===== config.mk =====
export PLATFORM = sky130hd
export DESIGN_NAME = rtc_txn_scheduler_flat
export DESIGN_NICKNAME = d
export VERILOG_FILES = /design/src/rtl/rtc_sched_pkg.sv /design/src/rtl/rtc_txn_scheduler_if.sv /design/src/rtl/rtc_refresh_timer.sv /design/src/rtl/rtc_txn_scheduler.sv /design/src/flat_wrapper.sv
export SDC_FILE = /design/constraint.sdc
export NUM_CORES = 1
export LEC_CHECK = 0
export CAP_MARGIN = 5
export CORE_UTILIZATION = 49
export DETAILED_ROUTE_END_ITERATION = 10
export HOLD_SLACK_MARGIN = 0.15
export PLACE_DENSITY_LB_ADDON = 0.25
export SYNTH_ARGS = -nofsm -noshare
export SYNTH_HDL_FRONTEND = slang
export SYNTH_SLANG_ARGS = --single-unit

===== constraint.sdc =====
create_clock -name clk -period 1.82 [get_ports clk]
set_clock_uncertainty 0.05 [all_clocks]
set_input_delay 0.546 -clock clk [delete_from_list [all_inputs] [get_ports clk]]
set_output_delay 0.546 -clock clk [all_outputs]
set_load 0.02 [all_outputs]

===== src/rtl/rtc_sched_pkg.sv =====
// Shared types and defaults for the RTC transaction scheduler.
package rtc_sched_pkg;

    localparam int ADDR_W = 8;
    localparam int DATA_W = 8;

    localparam logic [ADDR_W-1:0] DEF_BASE_ADDR  = 8'h21;
    localparam logic [ADDR_W-1:0] DEF_INIT_ADDR0 = 8'h02;
    localparam logic [DATA_W-1:0] DEF_INIT_DATA0 = 8'h10;
    localparam logic [ADDR_W-1:0] DEF_INIT_ADDR1 = 8'h00;
    localparam logic [DATA_W-1:0] DEF_INIT_DATA1 = 8'h00;

    typedef enum logic [2:0] {
        S_INIT0    = 3'd0,
        S_INIT1    = 3'd1,
        S_IDLE     = 3'd2,
        S_WR_ISSUE = 3'd3,
        S_WR_WAIT  = 3'd4,
        S_RD_ISSUE = 3'd5,
        S_RD_WAIT  = 3'd6,
        S_COMMIT   = 3'd7
    } sched_state_e;

endpackage


===== src/rtl/rtc_txn_scheduler_if.sv =====
// Scheduler <-> bus signal generator transaction handshake.
interface rtc_txn_scheduler_if;

    logic                              sig_start;
    logic                              sig_wr;
    logic [rtc_sched_pkg::ADDR_W-1:0]  sig_addr;
    logic [rtc_sched_pkg::DATA_W-1:0]  sig_wdata;
    logic                              sig_done;
    logic [rtc_sched_pkg::DATA_W-1:0]  sig_rdata;

    modport master (
        output sig_start, sig_wr, sig_addr, sig_wdata,
        input  sig_done, sig_rdata
    );

    modport slave (
        input  sig_start, sig_wr, sig_addr, sig_wdata,
        output sig_done, sig_rdata
    );

endinterface


===== src/rtl/rtc_refresh_timer.sv =====
// Free-running refresh period counter with a saturating request flag.
module rtc_refresh_timer #(
    parameter int unsigned REFRESH_CYCLES = 1000000
) (
    input  logic clk,
    input  logic reset,
    input  logic run,
    input  logic clear,
    output logic pending
);

    localparam int CNT_W = $clog2(REFRESH_CYCLES + 1);
    localparam logic [CNT_W-1:0] LAST = CNT_W'(REFRESH_CYCLES - 1);

    logic [CNT_W-1:0] cnt_q, cnt_d;
    logic             pending_q, pending_d;
    logic             wrap;

    // Count while running; a wrap that lands on a clear still leaves a request.
    always_comb begin
        cnt_d     = cnt_q;
        pending_d = pending_q;
        wrap      = 1'b0;
        if (run) begin
            if (cnt_q == LAST) begin
                cnt_d = '0;
                wrap  = 1'b1;
            end else begin
                cnt_d = cnt_q + 1'b1;
            end
        end
        if (clear) pending_d = 1'b0;
        if (wrap)  pending_d = 1'b1;
    end

    // Counter and flag registers.
    always_ff @(posedge clk) begin
        if (reset) begin
            cnt_q     <= '0;
            pending_q <= 1'b0;
        end else begin
            cnt_q     <= cnt_d;
            pending_q <= pending_d;
        end
    end

    assign pending = pending_q;

endmodule


===== src/rtl/rtc_txn_scheduler.sv =====
// Sequences init writes, periodic time sweeps and host writes onto the
// RTC bus signal generator.
//
// state      | meaning
// -----------+--------------------------------------------------------
// S_INIT0    | first init write: issue once, then wait for sig_done
// S_INIT1    | second init write: issue once, then wait for sig_done
// S_IDLE     | pick pending host write, else pending refresh sweep
// S_WR_ISSUE | one-cycle start of a host write
// S_WR_WAIT  | wait for host write completion or timeout
// S_RD_ISSUE | one-cycle start of sweep read idx
// S_RD_WAIT  | wait for read data; chain to next read or commit
// S_COMMIT   | copy staging bank to time_regs in one cycle
module rtc_txn_scheduler
    import rtc_sched_pkg::*;
#(
    parameter int unsigned       NUM_REGS       = 6,
    parameter logic [ADDR_W-1:0] BASE_ADDR      = DEF_BASE_ADDR,
    parameter int unsigned       REFRESH_CYCLES = 1000000,
    parameter int unsigned       TIMEOUT        = 4095,
    parameter logic [ADDR_W-1:0] INIT_ADDR0     = DEF_INIT_ADDR0,
    parameter logic [DATA_W-1:0] INIT_DATA0     = DEF_INIT_DATA0,
    parameter logic [ADDR_W-1:0] INIT_ADDR1     = DEF_INIT_ADDR1,
    parameter logic [DATA_W-1:0] INIT_DATA1     = DEF_INIT_DATA1
) (
    input  logic                       clk,
    input  logic                       reset,
    input  logic                       usr_wr_req,
    input  logic [ADDR_W-1:0]          usr_addr,
    input  logic [DATA_W-1:0]          usr_data,
    output logic                       usr_busy,
    output logic                       usr_wr_ack,
    rtc_txn_scheduler_if.master        bus,
    output logic [DATA_W*NUM_REGS-1:0] time_regs,
    output logic                       time_valid,
    output logic                       time_update,
    output logic                       err_timeout
);

    localparam int IDX_W = (NUM_REGS > 1) ? $clog2(NUM_REGS) : 1;
    localparam int TO_W  = $clog2(TIMEOUT + 1);
    localparam logic [IDX_W-1:0] LAST_IDX = IDX_W'(NUM_REGS - 1);
    localparam logic [TO_W-1:0]  TO_LOAD  = TO_W'(TIMEOUT);

    sched_state_e state_q, state_d;
    logic                              issued_q, issued_d;
    logic [IDX_W-1:0]                  idx_q, idx_d;
    logic [TO_W-1:0]                   wait_q, wait_d;
    logic [NUM_REGS-1:0][DATA_W-1:0]   staging_q, staging_d;
    logic [NUM_REGS-1:0][DATA_W-1:0]   time_regs_q, time_regs_d;
    logic                              busy_q, busy_d;
    logic [ADDR_W-1:0]                 wr_addr_q, wr_addr_d;
    logic [DATA_W-1:0]                 wr_data_q, wr_data_d;
    logic                              ack_q, ack_d;
    logic                              start_q, start_d;
    logic                              wr_q, wr_d;
    logic [ADDR_W-1:0]                 addr_q, addr_d;
    logic [DATA_W-1:0]                 wdata_q, wdata_d;
    logic                              valid_q, valid_d;
    logic                              update_q, update_d;
    logic                              err_q, err_d;
    logic                              run_q, run_d;

    logic refresh_pending;
    logic refresh_clear;
    logic waiting;
    logic done_ok;
    logic timed_out;

    rtc_refresh_timer #(
        .REFRESH_CYCLES (REFRESH_CYCLES)
    ) u_refresh_timer (
        .clk     (clk),
        .reset   (reset),
        .run     (run_q),
        .clear   (refresh_clear),
        .pending (refresh_pending)
    );

    // Next-state, transaction launch and bookkeeping. Bus outputs are
    // registered so they are clean during and right after reset.
    always_comb begin
        state_d       = state_q;
        issued_d      = issued_q;
        idx_d         = idx_q;
        staging_d     = staging_q;
        time_regs_d   = time_regs_q;
        busy_d        = busy_q;
        wr_addr_d     = wr_addr_q;
        wr_data_d     = wr_data_q;
        ack_d         = 1'b0;
        start_d       = 1'b0;
        wr_d          = wr_q;
        addr_d        = addr_q;
        wdata_d       = wdata_q;
        valid_d       = valid_q;
        update_d      = 1'b0;
        err_d         = err_q;
        run_d         = run_q;
        refresh_clear = 1'b0;
        wait_d        = (wait_q != '0) ? wait_q - 1'b1 : wait_q;

        if (usr_wr_req && !busy_q) begin
            busy_d    = 1'b1;
            wr_addr_d = usr_addr;
            wr_data_d = usr_data;
        end

        // The start cycle of an init write counts as its issue cycle.
        waiting = (state_q == S_RD_WAIT) || (state_q == S_WR_WAIT) ||
                  (((state_q == S_INIT0) || (state_q == S_INIT1)) && issued_q && !start_q);
        done_ok   = waiting && bus.sig_done;
        timed_out = waiting && !bus.sig_done && (wait_q == '0);
        if (timed_out) err_d = 1'b1;

        case (state_q)
            S_INIT0: begin
                if (!issued_q) begin
                    issued_d = 1'b1;
                    start_d  = 1'b1;
                    wr_d     = 1'b1;
                    addr_d   = INIT_ADDR0;
                    wdata_d  = INIT_DATA0;
                end else if (done_ok) begin
                    issued_d = 1'b0;
                    state_d  = S_INIT1;
                end else if (timed_out) begin
                    issued_d = 1'b0;
                    run_d    = 1'b1;
                    state_d  = S_IDLE;
                end
            end
            S_INIT1: begin
                if (!issued_q) begin
                    issued_d = 1'b1;
                    start_d  = 1'b1;
                    wr_d     = 1'b1;
                    addr_d   = INIT_ADDR1;
                    wdata_d  = INIT_DATA1;
                end else if (done_ok || timed_out) begin
                    issued_d = 1'b0;
                    run_d    = 1'b1;
                    state_d  = S_IDLE;
                end
            end
            S_IDLE: begin
                if (busy_q) begin
                    state_d = S_WR_ISSUE;
                    start_d = 1'b1;
                    wr_d    = 1'b1;
                    addr_d  = wr_addr_q;
                    wdata_d = wr_data_q;
                end else if (refresh_pending) begin
                    state_d       = S_RD_ISSUE;
                    refresh_clear = 1'b1;
                    idx_d         = '0;
                    start_d       = 1'b1;
                    wr_d          = 1'b0;
                    addr_d        = BASE_ADDR;
                    wdata_d       = '0;
                end
            end
            S_WR_ISSUE: state_d = S_WR_WAIT;
            S_WR_WAIT: begin
                if (done_ok) begin
                    ack_d   = 1'b1;
                    busy_d  = 1'b0;
                    state_d = S_IDLE;
                end else if (timed_out) begin
                    busy_d  = 1'b0;
                    state_d = S_IDLE;
                end
            end
            S_RD_ISSUE: state_d = S_RD_WAIT;
            S_RD_WAIT: begin
                if (done_ok) begin
                    staging_d[idx_q] = bus.sig_rdata;
                    if (idx_q == LAST_IDX) begin
                        state_d = S_COMMIT;
                    end else begin
                        idx_d   = idx_q + 1'b1;
                        state_d = S_RD_ISSUE;
                        start_d = 1'b1;
                        addr_d  = addr_q + 1'b1;
                    end
                end else if (timed_out) begin
                    staging_d = '0;
                    state_d   = S_IDLE;
                end
            end
            S_COMMIT: begin
                time_regs_d = staging_q;
                update_d    = 1'b1;
                valid_d     = 1'b1;
                state_d     = S_IDLE;
            end
            default: state_d = S_INIT0;
        endcase

        if (start_d) wait_d = TO_LOAD;
    end

    // State and registered outputs; reset abandons any transaction.
    always_ff @(posedge clk) begin
        if (reset) begin
            state_q     <= S_INIT0;
            issued_q    <= 1'b0;
            idx_q       <= '0;
            wait_q      <= '0;
            staging_q   <= '0;
            time_regs_q <= '0;
            busy_q      <= 1'b0;
            wr_addr_q   <= '0;
            wr_data_q   <= '0;
            ack_q       <= 1'b0;
            start_q     <= 1'b0;
            wr_q        <= 1'b0;
            addr_q      <= '0;
            wdata_q     <= '0;
            valid_q     <= 1'b0;
            update_q    <= 1'b0;
            err_q       <= 1'b0;
            run_q       <= 1'b0;
        end else begin
            state_q     <= state_d;
            issued_q    <= issued_d;
            idx_q       <= idx_d;
            wait_q      <= wait_d;
            staging_q   <= staging_d;
            time_regs_q <= time_regs_d;
            busy_q      <= busy_d;
            wr_addr_q   <= wr_addr_d;
            wr_data_q   <= wr_data_d;
            ack_q       <= ack_d;
            start_q     <= start_d;
            wr_q        <= wr_d;
            addr_q      <= addr_d;
            wdata_q     <= wdata_d;
            valid_q     <= valid_d;
            update_q    <= update_d;
            err_q       <= err_d;
            run_q       <= run_d;
        end
    end

    assign bus.sig_start = start_q;
    assign bus.sig_wr    = wr_q;
    assign bus.sig_addr  = addr_q;
    assign bus.sig_wdata = wdata_q;
    assign usr_busy      = busy_q;
    assign usr_wr_ack    = ack_q;
    assign time_regs     = time_regs_q;
    assign time_valid    = valid_q;
    assign time_update   = update_q;
    assign err_timeout   = err_q;

endmodule


===== src/flat_wrapper.sv =====
// flat-port wrapper written by rule: the top's interface ports become plain ports
module rtc_txn_scheduler_flat import rtc_sched_pkg::*;
#(
    parameter int unsigned       NUM_REGS       = 6,
    parameter logic [ADDR_W-1:0] BASE_ADDR      = DEF_BASE_ADDR,
    parameter int unsigned       REFRESH_CYCLES = 1000000,
    parameter int unsigned       TIMEOUT        = 4095,
    parameter logic [ADDR_W-1:0] INIT_ADDR0     = DEF_INIT_ADDR0,
    parameter logic [DATA_W-1:0] INIT_DATA0     = DEF_INIT_DATA0,
    parameter logic [ADDR_W-1:0] INIT_ADDR1     = DEF_INIT_ADDR1,
    parameter logic [DATA_W-1:0] INIT_DATA1     = DEF_INIT_DATA1
)
  (clk, reset, usr_wr_req, usr_addr, usr_data, usr_busy, usr_wr_ack, time_regs, time_valid, time_update, err_timeout, bus_sig_start, bus_sig_wr, bus_sig_addr, bus_sig_wdata, bus_sig_done, bus_sig_rdata);
  rtc_txn_scheduler_if bus_i ();
  input  logic clk;
  input  logic reset;
  input  logic usr_wr_req;
  input  logic [ADDR_W-1:0] usr_addr;
  input  logic [DATA_W-1:0] usr_data;
  output logic usr_busy;
  output logic usr_wr_ack;
  output logic [DATA_W*NUM_REGS-1:0] time_regs;
  output logic time_valid;
  output logic time_update;
  output logic err_timeout;
  output wire logic [$bits(bus_i.sig_start)-1:0] bus_sig_start;
  output wire logic [$bits(bus_i.sig_wr)-1:0] bus_sig_wr;
  output wire logic [$bits(bus_i.sig_addr)-1:0] bus_sig_addr;
  output wire logic [$bits(bus_i.sig_wdata)-1:0] bus_sig_wdata;
  input wire logic [$bits(bus_i.sig_done)-1:0] bus_sig_done;
  input wire logic [$bits(bus_i.sig_rdata)-1:0] bus_sig_rdata;
  assign bus_sig_start = bus_i.sig_start;
  assign bus_sig_wr = bus_i.sig_wr;
  assign bus_sig_addr = bus_i.sig_addr;
  assign bus_sig_wdata = bus_i.sig_wdata;
  assign bus_i.sig_done = bus_sig_done;
  assign bus_i.sig_rdata = bus_sig_rdata;
  rtc_txn_scheduler #(.NUM_REGS(NUM_REGS), .BASE_ADDR(BASE_ADDR), .REFRESH_CYCLES(REFRESH_CYCLES), .TIMEOUT(TIMEOUT), .INIT_ADDR0(INIT_ADDR0), .INIT_DATA0(INIT_DATA0), .INIT_ADDR1(INIT_ADDR1), .INIT_DATA1(INIT_DATA1)) u_core (.clk(clk), .reset(reset), .usr_wr_req(usr_wr_req), .usr_addr(usr_addr), .usr_data(usr_data), .usr_busy(usr_busy), .usr_wr_ack(usr_wr_ack), .bus(bus_i), .time_regs(time_regs), .time_valid(time_valid), .time_update(time_update), .err_timeout(err_timeout));
endmodule

Sizing map:
(3 px per um)
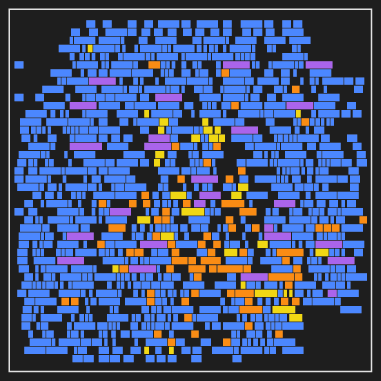
size	colour	cells	share
drive 6 and up	purple	25	2.7%
drive 1 or less	blue	799	86%
drive 3 to 4	orange	75	8.1%
drive 2	yellow	31	3.3%

Congestion heat map:
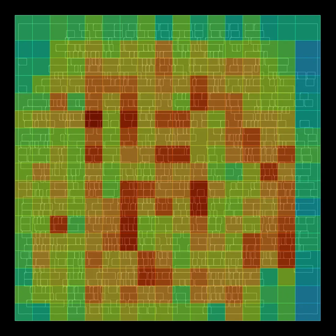
global-route track usage on met3: 0.05566
gr usage total: 0.2471
met1 capacity usage during global routing: 0.3314
met2 Track Usage GR: 0.3894
GR peak layer: met2

synth_stat cells, types with 6 or more instances:
cell                        number  area share
sky130_fd_sc_hd__buf_2           8      0.0058
sky130_fd_sc_hd__o21ai_0         9      0.0066
sky130_fd_sc_hd__ha_1            6       0.011
sky130_fd_sc_hd__dfxtp_1       176        0.51
sky130_fd_sc_hd__xnor2_1        10       0.013
sky130_fd_sc_hd__nand2_1       168       0.092
sky130_fd_sc_hd__nor2_1         70       0.038
sky130_fd_sc_hd__nand4_1         9      0.0082
sky130_fd_sc_hd__nor3_1         19       0.014
sky130_fd_sc_hd__a22oi_1         8      0.0088
sky130_fd_sc_hd__nand3_1        22       0.016
sky130_fd_sc_hd__clkbuf_1       30       0.016
sky130_fd_sc_hd__xor2_1         21       0.027
sky130_fd_sc_hd__inv_1           6      0.0033
sky130_fd_sc_hd__o2bb2ai_1      48       0.061
sky130_fd_sc_hd__a21oi_1        96       0.070
kinds of logic (layout without fill, tap and decap cells):
family | after synthesis | count (layout) | synth area share
adders and majority gates | 6 | 6 | 0.01095
buffers and inverters | 51 | 197 | 0.03048
xor gates and xnor gates | 31 | 31 | 0.03961
and+or+nand+nor | 327 | 327 | 0.2207
AOI/OAI and AO/OA | 190 | 190 | 0.1800
DFF | 176 | 176 | 0.5140
muxes | 3 | 3 | 0.004381
flip-flops by register name, summed over array words and instances (netlist names), 3 cells and up:
signal and cells:
u_core.time_regs 48, u_core.bus.sig_addr 8, u_core.state_q 3, u_core.idx_q 3, u_core.staging_q 48, u_core.bus.sig_wdata 8, u_core.wr_addr_q 8, u_core.wait_q 12
u_core.wr_data_q 8, u_core.u_refresh_timer.cnt_q 20
power breakdown:
part	switching [mW]	total [mW]	internal [mW]
Sequential	0.185	4.23	4.05
Clock	1.52	3.40	1.87
Combinational	1.06	1.92	0.861
==> flow_summary.html <==
<h3>Run summary</h3>
<table>
<tr><th>Metric</th><th>Value</th></tr>
<tr><th colspan="2">Placement</th></tr>
<tr><td>Placed standard-cell area</td><td>8371 um^2</td></tr>
<tr><td>Placement Setup Slack</td><td>-669.9 ps</td></tr>
<tr><td>Final weighted congestion of routability-driven global placement</td><td>0.9099</td></tr>
<tr><th colspan="2">Final layout</th></tr>
<tr><td>Top cell excl fill/tap</td><td>sky130_fd_sc_hd__dfxtp_1</td></tr>
<tr><td>Top cells excl fill/tap</td><td>sky130_fd_sc_hd__dfxtp_1, sky130_fd_sc_hd__nand2_1, sky130_fd_sc_hd__a21oi_1, sky130_fd_sc_hd__dlygate4sd2_1, sky130_fd_sc_hd__nor2_1</td></tr>
<tr><td># fillers</td><td>1131</td></tr>
<tr><td>Logic area</td><td>3258 um^2</td></tr>
<tr><td>Seq area share</td><td>0.3931</td></tr>
<tr><td>Top cell class by occupied area</td><td>flip-flops and latches</td></tr>
<tr><td>Inverter count</td><td>7</td></tr>
<tr><td>Net count, final</td><td>952</td></tr>
<tr><th colspan="2">STA</th></tr>
<tr><td>RSZ-0062 raised after global routing</td><td>true</td></tr>
<tr><td>Number of setup violations in the final report</td><td>0</td></tr>
<tr><td>Setup TNS</td><td>0 ps</td></tr>
<tr><td>Max-slew headroom at the worst pin</td><td>0.7095</td></tr>
<tr><th colspan="2">Synth</th></tr>
<tr><td>EDFF count, synth</td><td>0</td></tr>
<tr><td>Average instance area after synthesis</td><td>8.744 um^2</td></tr>
<tr><td>Summed standard-cell area reported by yosys</td><td>6855 um^2</td></tr>
<tr><th colspan="2">Drt</th></tr>
<tr><td>Vias after detailed routing</td><td>6123</td></tr>
<tr><td>Total Wirelength</td><td>17.24 mm</td></tr>
<tr><td>Highest routing layer actually used</td><td>met4</td></tr>
<tr><td>Met2 wire len</td><td>7.959 mm</td></tr>
<tr><td>Final antenna-violating net count</td><td>0</td></tr>
<tr><th colspan="2">Clock tree</th></tr>
<tr><td>Post CTS Setup Buffer Count</td><td>0</td></tr>
<tr><td>Clock tree from TritonCTS</td><td>yes</td></tr>
<tr><td>Insertion delay to the later sink of the worst-skew pair</td><td>430 ps</td></tr>
<tr><td>Clock Sink Count</td><td>176</td></tr>
<tr><td>Htree depth</td><td>4</td></tr>
<tr><td>Number of buffers on the longest clock path</td><td>2</td></tr>
<tr><td>Num CTS Buffers</td><td>17</td></tr>
<tr><th colspan="2">Worst setup path</th></tr>
<tr><td>Crit Path Category</td><td>flip-flop to flip-flop</td></tr>
<tr><td>List of cells traversed by the critical path</td><td>inv_2 &gt; ha_4 &gt; nor4b_4 &gt; nand4b_4 &gt; a21oi_1 &gt; nor2_2 &gt; o2bb2ai_1</td></tr>
<tr><td>CP Launch Type</td><td>flip-flop</td></tr>
<tr><td>CP Buf/Inv Count</td><td>1</td></tr>
<tr><td>Reg2reg setup slack</td><td>40 ps</td></tr>
<tr><td>Data required time of the critical path</td><td>2070 ps</td></tr>
<tr><td>Crit path largest cell delay</td><td>320 ps</td></tr>
<tr><td>Timing endpoint of the critical path</td><td>u_core.staging_q[17]</td></tr>
<tr><td>Endpoint of the lowest-slack register-to-register path</td><td>u_core.staging_q[17]</td></tr>
<tr><th colspan="2">Global routing</th></tr>
<tr><td>GRT overflow</td><td>0</td></tr>
<tr><th colspan="2">Run status</th></tr>
<tr><td>Run status</td><td>finished, final reports clean</td></tr>
<tr><th colspan="2">Die</th></tr>
<tr><td>Tapcell Cnt</td><td>176</td></tr>
<tr><td>Core Region</td><td>13450 um^2</td></tr>
<tr><td>Vertical extent of the die</td><td>120.3 um</td></tr>
<tr><td>Number of standard-cell rows in the floorplan</td><td>42</td></tr>
<tr><td>Effective utilization at floorplan</td><td>0.5096</td></tr>
<tr><th colspan="2">Job</th></tr>
<tr><td>Max-capacitance violation count</td><td>0</td></tr>
<tr><th colspan="2">Pwr</th></tr>
<tr><td>Overall power consumption</td><td>9.548 mW</td></tr>
<tr><td>PD cells</td><td>1064 nW/um^2</td></tr>
<tr><td>Static leakage</td><td>3.477 nW</td></tr>
<tr><th colspan="2">Worst hold path</th></tr>
<tr><td>WHS Endpoint</td><td>u_core.time_regs[24]</td></tr>
</table>
Power and IR drop assume default switching activity.
